$ cat config.mk
export PLATFORM = sky130hd
export DESIGN_NAME = idex_hazard_reg
export DESIGN_NICKNAME = d
export VERILOG_FILES = /design/src/rtl/idex_hazard_reg_pkg.sv /design/src/rtl/idex_hazard_reg_loaduse_detect.sv /design/src/rtl/idex_hazard_reg.sv
export SDC_FILE = /design/constraint.sdc
export NUM_CORES = 1
export LEC_CHECK = 0
export CAP_MARGIN = 20
export CORE_ASPECT_RATIO = 0.75
export CORE_MARGIN = 4
export CORE_UTILIZATION = 44
export CTS_CLUSTER_DIAMETER = 30
export CTS_CLUSTER_SIZE = 24
export DETAILED_ROUTE_END_ITERATION = 10
export GPL_ROUTABILITY_DRIVEN = 0
export PLACE_DENSITY = 0.95
export SYNTH_ARGS = -nofsm -noshare
export SYNTH_HDL_FRONTEND = slang
export SYNTH_SLANG_ARGS = --single-unit
$ cat constraint.sdc
create_clock -name clk -period 5.3 [get_ports clk]
set_input_delay 1.06 -clock clk [delete_from_list [all_inputs] [get_ports clk]]
set_output_delay 1.06 -clock clk [all_outputs]
set_load 0.1 [all_outputs]
$ cat src/rtl/idex_hazard_reg_pkg.sv
// Shared pipeline definitions: control-word layout, opcode constants and
// the operand-usage rules that hazard detection relies on.
package idex_hazard_reg_pkg;

    localparam int CTL_W = 9;

    // Control word, MSB first: the field order fixes the bit positions.
    typedef struct packed {
        logic       regwr;     // [8]
        logic       memwr;     // [7]
        logic       memrd;     // [6]
        logic       memtoreg;  // [5]
        logic       regdst;    // [4]
        logic       alusrc;    // [3]
        logic [2:0] aluop;     // [2:0]
    } ctl_t;

    localparam logic [5:0] OP_RTYPE = 6'h00;
    localparam logic [5:0] OP_J     = 6'h02;
    localparam logic [5:0] OP_JAL   = 6'h03;
    localparam logic [5:0] OP_BEQ   = 6'h04;
    localparam logic [5:0] OP_BNE   = 6'h05;
    localparam logic [5:0] OP_LW    = 6'h23;
    localparam logic [5:0] OP_SW    = 6'h2B;

    // Per-cycle action chosen by the hazard priority logic.
    typedef enum logic [1:0] {
        ACT_NORMAL  = 2'd0,
        ACT_LOADUSE = 2'd1,
        ACT_HOLD    = 2'd2,
        ACT_FLUSH   = 2'd3
    } act_e;

    function automatic logic uses_rs(input logic [5:0] op);
        return (op != OP_J) && (op != OP_JAL);
    endfunction

    function automatic logic uses_rt(input logic [5:0] op);
        return (op == OP_RTYPE) || (op == OP_BEQ) || (op == OP_BNE) || (op == OP_SW);
    endfunction

    function automatic logic is_mem_op(input logic [5:0] op);
        return (op == OP_LW) || (op == OP_SW);
    endfunction

endpackage

$ cat src/rtl/idex_hazard_reg_loaduse_detect.sv
// Combinational load-use detector: the instruction in ID reads a register
// that the load currently in EX has not yet produced.
module loaduse_detect
    import idex_hazard_reg_pkg::*;
(
    input  logic [5:0] i_op,
    input  logic [4:0] i_rs,
    input  logic [4:0] i_rt,
    input  logic       i_idex_memrd,
    input  logic [4:0] i_idex_rt,
    output logic       o_loaduse
);

    logic w_rs_hit;
    logic w_rt_hit;
    logic w_dest_live;

    assign w_rs_hit    = uses_rs(i_op) && (i_idex_rt == i_rs);
    assign w_rt_hit    = uses_rt(i_op) && (i_idex_rt == i_rt);
    // $0 is hard-wired, so a load targeting it never creates a dependency.
    assign w_dest_live = (i_idex_rt != 5'd0);

    assign o_loaduse = i_idex_memrd && w_dest_live && (w_rs_hit || w_rt_hit);

endmodule

$ cat src/rtl/idex_hazard_reg.sv
// ID/EX pipeline register with flush, memory-busy freeze and load-use
// bubble insertion, plus a saturating count of load-use bubbles.
module idex_hazard_reg
    import idex_hazard_reg_pkg::*;
#(
    parameter int CNTW = 16
)
(
    input  logic             clk,
    input  logic             rstn,
    input  logic [31:0]      ifidins,
    input  logic [CTL_W-1:0] ifidctl,
    input  logic [31:0]      rd1,
    input  logic [31:0]      rd2,
    input  logic [31:0]      imm,
    input  logic             flush,
    input  logic             dmembusy,
    output logic             pcwrite,
    output logic             ifidwrite,
    output logic [31:0]      idexins,
    output logic [4:0]       idexrs,
    output logic [4:0]       idexrt,
    output logic [4:0]       idexrd,
    output logic [CTL_W-1:0] idexctl,
    output logic [31:0]      idexrd1,
    output logic [31:0]      idexrd2,
    output logic [31:0]      ideximm,
    output logic             idexvalid,
    output logic [CNTW-1:0]  stallcnt
);

    logic [31:0]     r_ins;
    ctl_t            r_ctl;
    logic [31:0]     r_rd1;
    logic [31:0]     r_rd2;
    logic [31:0]     r_imm;
    logic            r_valid;
    logic [CNTW-1:0] r_stallcnt;

    logic            w_loaduse;
    logic            w_front_en;
    act_e            w_act;

    loaduse_detect u_loaduse_detect (
        .i_op         (ifidins[31:26]),
        .i_rs         (ifidins[25:21]),
        .i_rt         (ifidins[20:16]),
        .i_idex_memrd (r_ctl.memrd),
        .i_idex_rt    (r_ins[20:16]),
        .o_loaduse    (w_loaduse)
    );

    // NOTE: every combinational output gets its default first, so no path
    // through the block leaves it unassigned and no latch is inferred.
    always_comb begin
        w_act = ACT_NORMAL;
        if (flush)
            w_act = ACT_FLUSH;
        else if (dmembusy)
            w_act = ACT_HOLD;
        else if (w_loaduse)
            w_act = ACT_LOADUSE;
    end

    // The front end keeps fetching on a flush so the branch target enters IF/ID.
    assign w_front_en = !rstn || (w_act == ACT_NORMAL) || (w_act == ACT_FLUSH);
    assign pcwrite    = w_front_en;
    assign ifidwrite  = w_front_en;

    // NOTE: sequential state uses non-blocking assignments so every register
    // samples the pre-edge values regardless of statement order.
    always_ff @(posedge clk or negedge rstn) begin
        if (!rstn) begin
            r_ins      <= '0;
            r_ctl      <= '0;
            r_rd1      <= '0;
            r_rd2      <= '0;
            r_imm      <= '0;
            r_valid    <= 1'b0;
            r_stallcnt <= '0;
        end else begin
            unique case (w_act)
                ACT_NORMAL: begin
                    r_ins   <= ifidins;
                    r_ctl   <= ctl_t'(ifidctl);
                    r_rd1   <= rd1;
                    r_rd2   <= rd2;
                    r_imm   <= imm;
                    r_valid <= 1'b1;
                end
                ACT_LOADUSE: begin
                    // The bubble clears memrd, which is what ends the stall next cycle.
                    r_ins   <= '0;
                    r_ctl   <= '0;
                    r_valid <= 1'b0;
                    if (r_stallcnt != {CNTW{1'b1}})
                        r_stallcnt <= r_stallcnt + 1'b1;
                end
                ACT_FLUSH: begin
                    r_ins   <= '0;
                    r_ctl   <= '0;
                    r_valid <= 1'b0;
                end
                ACT_HOLD: begin
                end
                default: begin
                end
            endcase
        end
    end

    assign idexins   = r_ins;
    assign idexrs    = r_ins[25:21];
    assign idexrt    = r_ins[20:16];
    assign idexrd    = r_ins[15:11];
    assign idexctl   = r_ctl;
    assign idexrd1   = r_rd1;
    assign idexrd2   = r_rd2;
    assign ideximm   = r_imm;
    assign idexvalid = r_valid;
    assign stallcnt  = r_stallcnt;

endmodule

**Power grid**

Bar = 50 µm. Pins as bars on the die edge.
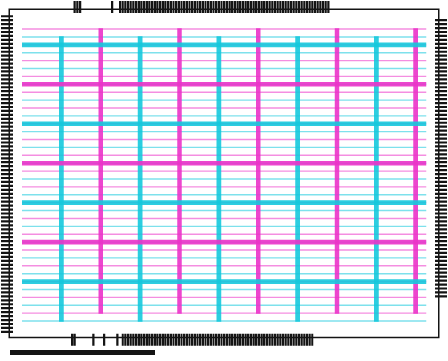
Cyan marks VSS. Magenta marks VDD.
The core has 37 rows. 7 straps on met5.
Die X: 148 µm
core area: 14,000 µm²
VDD IR max: 330 µV
Die H: 113 µm

**Cell classes on the final placement**

Bar = 50 µm.
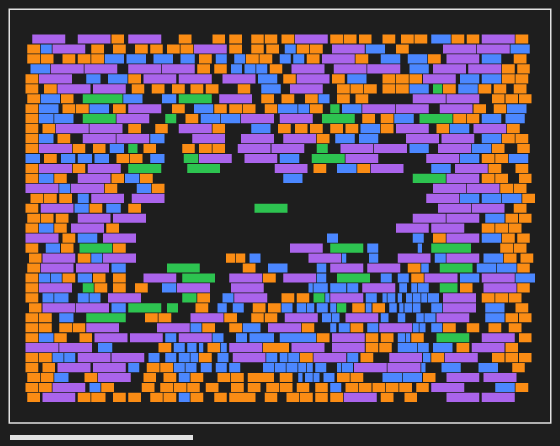
Green marks clock drivers and dummy loads, cells 32, share of their area 6.3%. Blue marks all other logic, cells 219, share of their area 23%. Orange marks other buffers and delay cells, cells 314, share of their area 32%. Purple marks flip-flops, cells 154, share of their area 39%.
final instance area: 10,200 µm²
Final Util: 72.7%
flop share of the area: 37.8%
Row Count: 37

**Routed clock nets over the placement**

Bar = 50 µm.
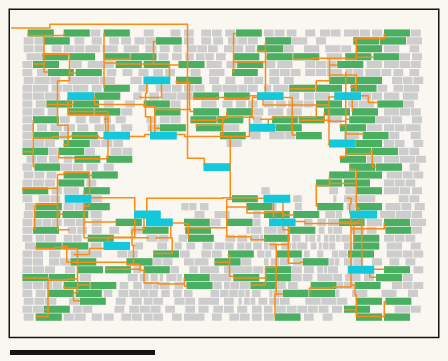
Cyan marks cells driving clock nets, count 17. Green marks flip-flops, count 154. Orange marks clock wires, length 1,900 µm.
Position of the flops: all over the die.
Clk. pwr: 1.28 mW
clock power share: 29.5%

==> Slide: Implementation Results <==
Key Metrics from the Run

Floorplanning
  • FP Core Util: a little under half
  • Tap Cells: 195
  • DIE AREA: 16,600 µm²
  • I/O pin cnt: 312

Route
  • Vias per inst: 5.04
  • DRT antenna net count: 0
  • Violation count after the first detailed-routing iteration: 202
  • Met2 wire len: 9760 µm
  • DR DRC count: 0
  • First-pass iteration count of the detailed router: 4
  • Final wirelength: 19,000 µm

Clock network
  • Setup bufs post-CTS: 0
  • Cts hold-fix bufs: 0
  • CTS resizes: 0
  • TritonCTS clock tree: yes
  • Clock Path Buffers: 2
  • Clock net sink count: 154
  • Root Driver: clkbuf_16
  • Clock latency on the worst-skew pair: 420 ps
  • Clk slew on worst S/H paths: 70 ps

Worst setup path
  • Reg2reg start: idexins[17]
  • Critical Path Stages: 8
  • Crit start category: input pin
  • Worst setup path endpoint: pcwrite
  • CP Cell Sequence: clkdlybuf4s50_1 > nand2b_1 > or3_1 > a2111oi_4 > o21ai_2 > nor3b_4 > or3b_1 > buf_12
  • CP peak stage delay: 470 ps
  • Worst reg-to-reg setup slack: 2170 ps
  • Critical Path Sink Type: primary output
  • CP top delay family: simple AND/OR/NAND/NOR gates
  • Crit Reg-Reg Endpoint: idexrd2[8]
  • Buf+Inv Stages, Crit Path: 2
  • Slowest cell on crit path: or3b_1
  • Reg2reg path depth: 7
  • CP startpoint: ifidins[28]
  • CP Data Required Time: 4240 ps

Yosys
  • Syn. warnings: 0
  • Ys flops: 154
  • Post-Synth Adder-Cell Area: less than 1%
  • Area leader share: 60.0%
  • Synthesis area per yosys: around 6400 µm²
  • Cell Area, Synth: 6420 µm²
  • Yosys top cell by area: dfrtp_1
  • Top cells by instance count after synthesis: dfrtp_1 (154), mux2_4 (68), a22o_1 (41)
  • Xor+xnor area frac: approximately 3.3%
  • Post-Synth AOI/OAI Area: about 6.6%
  • Ys async rst share: 100%
  • Syn_nets: 555
  • Top non-seq family: multiplexers
  • Seq share, synth: between 50% and 60%
  • Biggest area cells: dfrtp_1 (60%), mux2_4 (16%), a22o_1 (5.6%), mux2_2 (5.1%), xor2_1 (2.3%)
  • Synth Flop Type: dfrtp_1

Global routing
  • Vias in the first global route: 5,129
  • Largest net degree at the start of global routing: 139
  • GR Layer Usage met2: 39.6%
  • First-pass GRT wire length: 29,400 µm
  • Antenna violations before repair: 0

Layout
  • Buffer share of cell area: between 30% and 40%
  • Number of clock buffers in the layout: 18
  • Largest cell class by area: flip-flops and latches
  • Fillers: about 890
  • Flip-flops: approximately 150
  • Most common logic cell in the routed design: clkdlybuf4s50_1
  • ClkCell Share: 6.14%
  • Inverters: 2
  • Syn-to-layout area delta: 58.6%
  • Comb area: 2290 µm²
  • Share of layout cells above drive strength 1: about 19%
  • Top Layout Cells: clkdlybuf4s50_1 (308), dfrtp_1 (154), mux2_4 (68)
  • Layout Nets: 848
  • Ant. Diodes: 0

STA
  • Worst Clk Skew: 6.48 ps
  • Worst hold slack: around 490 ps
  • F_max: 214 MHz
  • Post-layout min period: 4670 ps
  • Rel. slew slack: 27.1%
  • Endpoints failing hold: 0
  • Cycle use final: 88.1%
  • Pins over their slew limit: 0
  • RSZ-0062 raised after global routing: no
  • Setup TNS: 0 ps
  • Slew @ Worst Pin: 1090 ps
  • Endpoints failing setup: 0

Power
  • Combinational power: roughly 1.7 mW
  • Switching share of total power: 41.5%
  • Max power group: combinational cells
  • Reg power frac: 31.9%
  • Sw Pwr: 1.80 mW
  • Pwr Density: approximately 430 nW/µm²
  • Pleak: 4.43 nW
  • P_seq: ~1.4 mW
  • Comb power frac: 38.6%

Run
  • Tool warnings: 28

Worst hold path
  • Min-delay worst type: in2async

Placement
  • Placed cell areas: 9570 µm²
  • PortBufs: 311
  • DP Wirelength: 13,800 µm

Status
  • Status: finished clean
**Routed metal, one colour a layer**

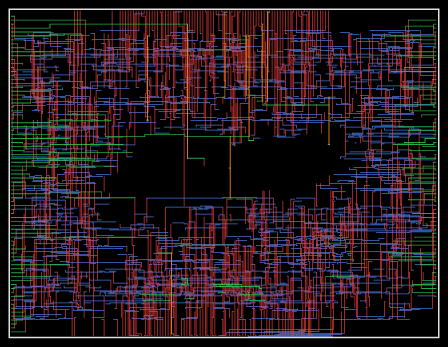
Red marks met2, wire length 9,760 µm. Green marks met3, wire length 1,610 µm. Orange marks met4, wire length 286 µm. Blue marks met1, wire length 7,360 µm.
Via Count: 4,605
DR WL/cell: 20.8 µm
Global Route Usage Sum: 22.9%

**Routing congestion**

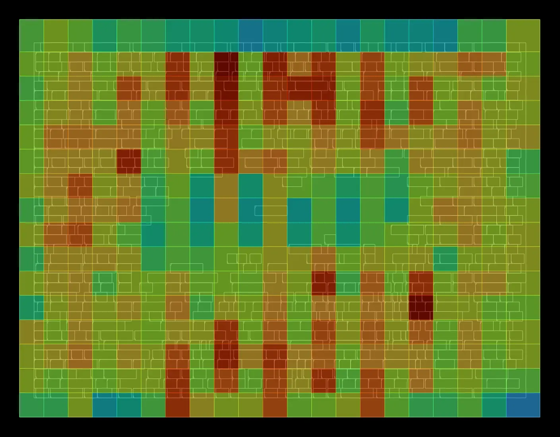
most congested layer reported by global routing: met2
M1 GR Usage: 26.2%
met3 Usage GRT: 9.81%

-- sequential cells by signal, indices dropped and copies added, names as in the netlist --
name and count:
ideximm 32, idexins 32, idexrd1 32, idexrd2 32, stallcnt 16, idexctl 9, idexvalid 1
-- through the flow --
stage | instances | power (mW) | setup WS, ps
after detailed placement | 882 | 3.08 | 648
final | 914 | 4.34 | 633
after floorplan | 413 | 2.61 | 709
after CTS | 914 | 4.38 | 633
after global routing | 914 | 4.49 | 530
after global placement | 882 | 3.06 | 738
-- kinds of logic (layout without fill, tap and decap cells) --
logic type | after synthesis | count (layout)
flip-flops | 154 | 154
multiplexers | 97 | 97
AND/OR/NAND/NOR | 48 | 48
AND-OR/OR-AND | 47 | 47
buffers and inverters | 42 | 348
XOR/XNOR | 24 | 24
adder cells (fa/ha/maj) | 1 | 1
Power figures rest on the tool's default switching activity, not on a simulated workload.
